## src/rtl/mod_counter_bcd.sv

```systemverilog
// mod_counter_bcd
//   Modulo-(limit+1) up/down counter with synchronous load, registered
//   carry/borrow wrap pulses and combinational BCD digits of the count.
//   Cascade stages by feeding a stage's carry (up) or borrow (down) into
//   the next stage's en; all stages share clk.
//
// Ports
//   clk      : system clock, rising edge
//   rst      : synchronous active-high reset (count <= RST_VAL)
//   en       : count enable, one step per cycle
//   up_dn    : 1 = count up, 0 = count down
//   limit    : terminal count, may change at any time
//   load     : synchronous load strobe (beats en)
//   load_val : value to load, clamped to limit
//   count    : registered count
//   carry    : one-cycle pulse alongside the count that wrapped limit -> 0
//   borrow   : one-cycle pulse alongside the count that wrapped 0 -> limit
//   d2/d1/d0 : BCD hundreds/tens/ones of count
module mod_counter_bcd #(
  parameter int unsigned WIDTH   = 6,
  parameter int unsigned RST_VAL = 0
) (
  input  logic             clk,
  input  logic             rst,
  input  logic             en,
  input  logic             up_dn,
  input  logic [WIDTH-1:0] limit,
  input  logic             load,
  input  logic [WIDTH-1:0] load_val,
  output logic [WIDTH-1:0] count,
  output logic             carry,
  output logic             borrow,
  output logic [3:0]       d2,
  output logic [3:0]       d1,
  output logic [3:0]       d0
);

  logic [9:0] cnt10;

  always_ff @(posedge clk) begin
    if (rst) begin
      count  <= WIDTH'(RST_VAL);
      carry  <= 1'b0;
      borrow <= 1'b0;
    end else if (load) begin
      count  <= (load_val > limit) ? limit : load_val;
      carry  <= 1'b0;
      borrow <= 1'b0;
    end else if (en) begin
      if (up_dn) begin
        // >= rather than == so a count stranded above a lowered limit wraps
        if (count >= limit) begin
          count <= '0;
          carry <= 1'b1;
        end else begin
          count <= count + 1'b1;
          carry <= 1'b0;
        end
        borrow <= 1'b0;
      end else begin
        if (count == '0) begin
          count  <= limit;
          borrow <= 1'b1;
        end else if (count > limit) begin
          // limit was lowered under us: snap to it without a borrow
          count  <= limit;
          borrow <= 1'b0;
        end else begin
          count  <= count - 1'b1;
          borrow <= 1'b0;
        end
        carry <= 1'b0;
      end
    end else begin
      carry  <= 1'b0;
      borrow <= 1'b0;
    end
  end

  // Digits straight from the registered count; d2 can read 10 for
  // counts 1000..1023 when WIDTH is 10.
  always_comb begin
    cnt10 = 10'(count);
    d2    = 4'(cnt10 / 10'd100);
    d1    = 4'((cnt10 / 10'd10) % 10'd10);
    d0    = 4'(cnt10 % 10'd10);
  end

endmodule

```

## config.mk

```make
export PLATFORM = sky130hd
export DESIGN_NAME = mod_counter_bcd
export DESIGN_NICKNAME = d
export VERILOG_FILES = /design/src/rtl/mod_counter_bcd.sv
export SDC_FILE = /design/constraint.sdc
export NUM_CORES = 1
export LEC_CHECK = 0
export CAP_MARGIN = 20
export CELL_PAD_IN_SITES_DETAIL_PLACEMENT = 0
export CELL_PAD_IN_SITES_GLOBAL_PLACEMENT = 2
export CORE_MARGIN = 1.5
export CORE_UTILIZATION = 32
export CTS_BUF_LIST = sky130_fd_sc_hd__clkbuf_8
export CTS_CLUSTER_SIZE = 10
export DETAILED_ROUTE_END_ITERATION = 6
export PLACE_DENSITY = 0.94
export SYNTH_ARGS = -nofsm -noshare
export SYNTH_HDL_FRONTEND = slang
export SYNTH_SLANG_ARGS = --single-unit
```

## constraint.sdc

```tcl
create_clock -name clk -period 5.1 [get_ports clk]
set_input_delay 1.275 -clock clk [delete_from_list [all_inputs] [get_ports clk]]
set_output_delay 1.275 -clock clk [all_outputs]
set_load 0.05 [all_outputs]
```

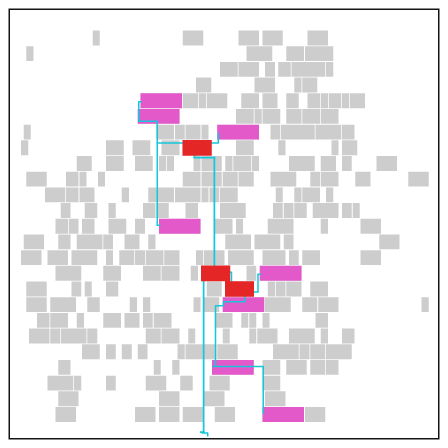
Run 1: clock wires, drivers and flops
[cyan] clock wires | length: 143 um
[magenta] flip-flops | count: 8
[red] clock-net drivers | count: 3
routed clock nets: 4

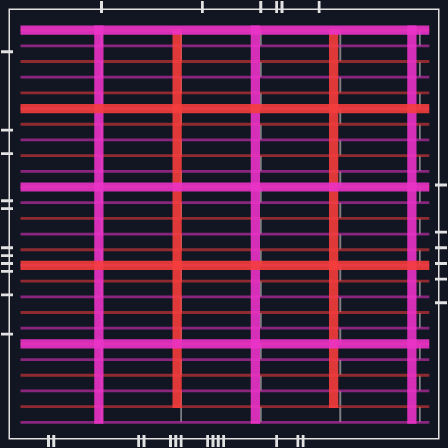
Run 1: PDN straps and rails
Pins as bars on the die edge. Tap cells in grey.
| colour | net |
|---|---|
| red | VDD |
| magenta | VSS |
rows: 25
signal pins: 37
met4 straps: 5

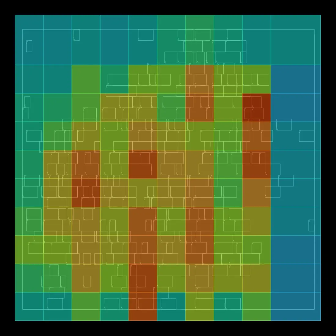
Run 1: routing congestion
GR Util met3: 0.004065
M1 GR Usage: 0.2397

==> qor.csv, run 1 <==
stage,metric,value,unit
timing,final.setup.tns,0,ns
drt,vias,1674,
setup_path,worstSetupEndpointType,output port,
floorplan,fp-row-count,25,
floorplan,core_util_floorplan,0.3369,
yosys,xor_area_frac,0.04857,
global_route,antenna_found_initial,0,
layout,nClkBuffers,3,
drt,top_layer,met4,
drt,wl_per_cell,14.84,um
layout,top_regs,"count (6), borrow (1), carry (1)",
pwr,seq_cell_power,85.9,uW
pwr,totalPowerFinal,535.0,uW
place,postPlaceCellArea,1947,um^2
clock_tree,worst_skew_pair.late_latency,0.23,ns
setup_path,cp_top_family,buffers and inverters,
layout,nonClockInverterCount,12,
setup_path,startpoint_type,flop,
worst_hold_path,hold_depth,2,
pwr,ir_worst_vdd,92.94,uV
setup_path,slowest_stage,clkdlybuf4s50_1,
yosys,synth.cellmix.compoundShare,0.3123,
timing,skew,0.0007385,ns
yosys,ys_async_sr_fraction,0,
global_route,track_usage,0.1775,
pwr,intPower,263.4,uW
setup_path,critPathMaxFanout,11,
place,dpl.cell_count,303,
timing,worst_pin_slew,0.8021,ns
layout,insertedDiodeCount,0,
timing,slew_headroom,0.4645,
layout,drive_gt1_frac,0.07113,
yosys,synthFlopType,dfxtp_1,
layout,comb_area_frac,0.6665,
layout,top_register,count,
setup_path,crit_buf_inv,2,
pwr,switching_share,0.5077,
floorplan,die_w,74.21,um
yosys,ys_types,54,
yosys,ys_seq_frac,0.09869,
setup_path,cp_data_arrival_time,3.35,ns
job,cap_violations,0,
yosys,ys_seq_elements,8,
drt,dr_wl_met3,101,um
setup_path,worstSetupPathType,flop to output port,
outcome,outcome,completed,
setup_path,cp.depth,10,
clock_tree,clock_path_buffers,2,
layout,ff_latch_area,160.2,um^2
yosys,largest_area_cell,ha_1,
layout,flop-count,8,
drt,wl,4.541,mm
setup_path,crit_end,d0[3],
yosys,topCellsByArea,"ha_1, dfxtp_1, nor2_1",
pwr,comb_cell_power,371,uW
worst_hold_path,hold_path.class,flop to flop,
clock_tree,hold_buffers,0,
place,post-place-ws,0.7272,ns
floorplan,nWellTaps,67,
timing,rsz0062_at_grt,false,
yosys,top_area_frac,0.1619,
yosys,edf_count,0,
layout,logic_area,1325,um^2
pwr,clkPwrFrac,0.145,
setup_path,r2r_slack,2.51,ns
timing,max_freq,216.3,MHz
timing,hold_violations,0,
drt,drc,0,
setup_path,required,3.83,ns
floorplan,dieHeight,74.21,um
global_route,grt_pass1_vias,1607,
job,log.warning_count,32,
place,gp_congestion,0.8595,
drt,m1WireLength,2.204,mm
setup_path,worstSetupStartpoint,count[3],
yosys,synthSimpleGateAreaFrac,0.2390,
floorplan,core-area,4817,um^2
yosys,yosys_area,1623,um^2
==> run 2, diff against run 1 <==
--- a/config.mk
+++ b/config.mk
@@ -5,13 +5,13 @@
 export SDC_FILE = /design/constraint.sdc
 export NUM_CORES = 1
 export LEC_CHECK = 0
-export CAP_MARGIN = 20
+export CAP_MARGIN = 30
 export CELL_PAD_IN_SITES_DETAIL_PLACEMENT = 0
 export CELL_PAD_IN_SITES_GLOBAL_PLACEMENT = 2
 export CORE_MARGIN = 1.5
 export CORE_UTILIZATION = 32
 export CTS_BUF_LIST = sky130_fd_sc_hd__clkbuf_8
-export CTS_CLUSTER_SIZE = 10
+export CTS_CLUSTER_SIZE = 24
 export DETAILED_ROUTE_END_ITERATION = 6
 export PLACE_DENSITY = 0.94
 export SYNTH_ARGS = -nofsm -noshare
==> qor.csv, run 2 <==
stage,metric,value,unit
outcome,outcome,completed,
job,cap_violations,0,
layout,drive_gt1_frac,0.07113,
yosys,synthSimpleGateAreaFrac,0.2390,
clock_tree,worst_skew_pair.late_latency,0.23,ns
setup_path,worstSetupEndpointType,output port,
floorplan,dieHeight,74.21,um
floorplan,fp-row-count,25,
layout,flop-count,8,
global_route,track_usage,0.1775,
worst_hold_path,hold_depth,2,
floorplan,die_w,74.21,um
drt,wl_per_cell,14.84,um
floorplan,core-area,4817,um^2
clock_tree,hold_buffers,0,
setup_path,crit_buf_inv,2,
setup_path,slowest_stage,clkdlybuf4s50_1,
yosys,synth.cellmix.compoundShare,0.3123,
pwr,seq_cell_power,85.9,uW
global_route,grt_pass1_vias,1607,
worst_hold_path,hold_path.class,flop to flop,
layout,comb_area_frac,0.6665,
pwr,switching_share,0.5077,
timing,slew_headroom,0.4645,
layout,top_regs,"count (6), borrow (1), carry (1)",
yosys,yosys_area,1623,um^2
yosys,topCellsByArea,"ha_1, dfxtp_1, nor2_1",
yosys,top_area_frac,0.1619,
timing,max_freq,216.3,MHz
setup_path,worstSetupPathType,flop to output port,
drt,top_layer,met4,
setup_path,crit_end,d0[3],
setup_path,startpoint_type,flop,
setup_path,required,3.83,ns
layout,top_register,count,
layout,ff_latch_area,160.2,um^2
floorplan,nWellTaps,67,
yosys,largest_area_cell,ha_1,
layout,nClkBuffers,3,
drt,dr_wl_met3,101,um
yosys,ys_seq_elements,8,
pwr,totalPowerFinal,535.0,uW
setup_path,worstSetupStartpoint,count[3],
yosys,ys_types,54,
setup_path,critPathMaxFanout,11,
place,postPlaceCellArea,1947,um^2
drt,vias,1674,
drt,drc,0,
pwr,clkPwrFrac,0.145,
setup_path,r2r_slack,2.51,ns
layout,nonClockInverterCount,12,
setup_path,cp_data_arrival_time,3.35,ns
place,post-place-ws,0.7272,ns
timing,rsz0062_at_grt,false,
global_route,antenna_found_initial,0,
setup_path,cp_top_family,buffers and inverters,
job,log.warning_count,32,
timing,hold_violations,0,
pwr,ir_worst_vdd,92.94,uV
pwr,comb_cell_power,371,uW
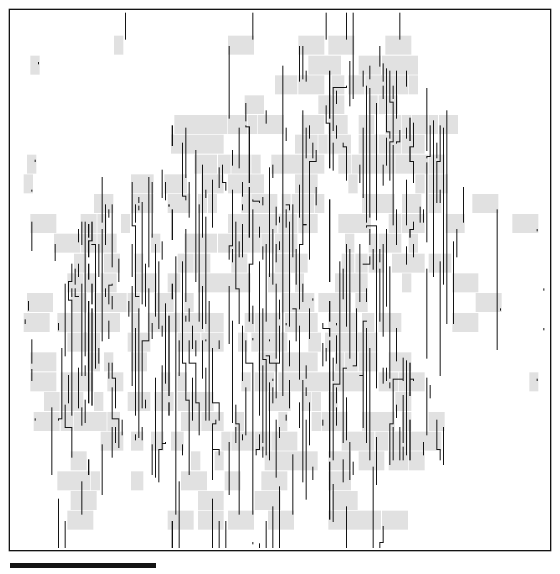
Run 2: metal 2
Bar = 20 um.
wire length on this layer: 2,190 um
share of all routed wire: 48%

Power and IR drop assume default switching activity.
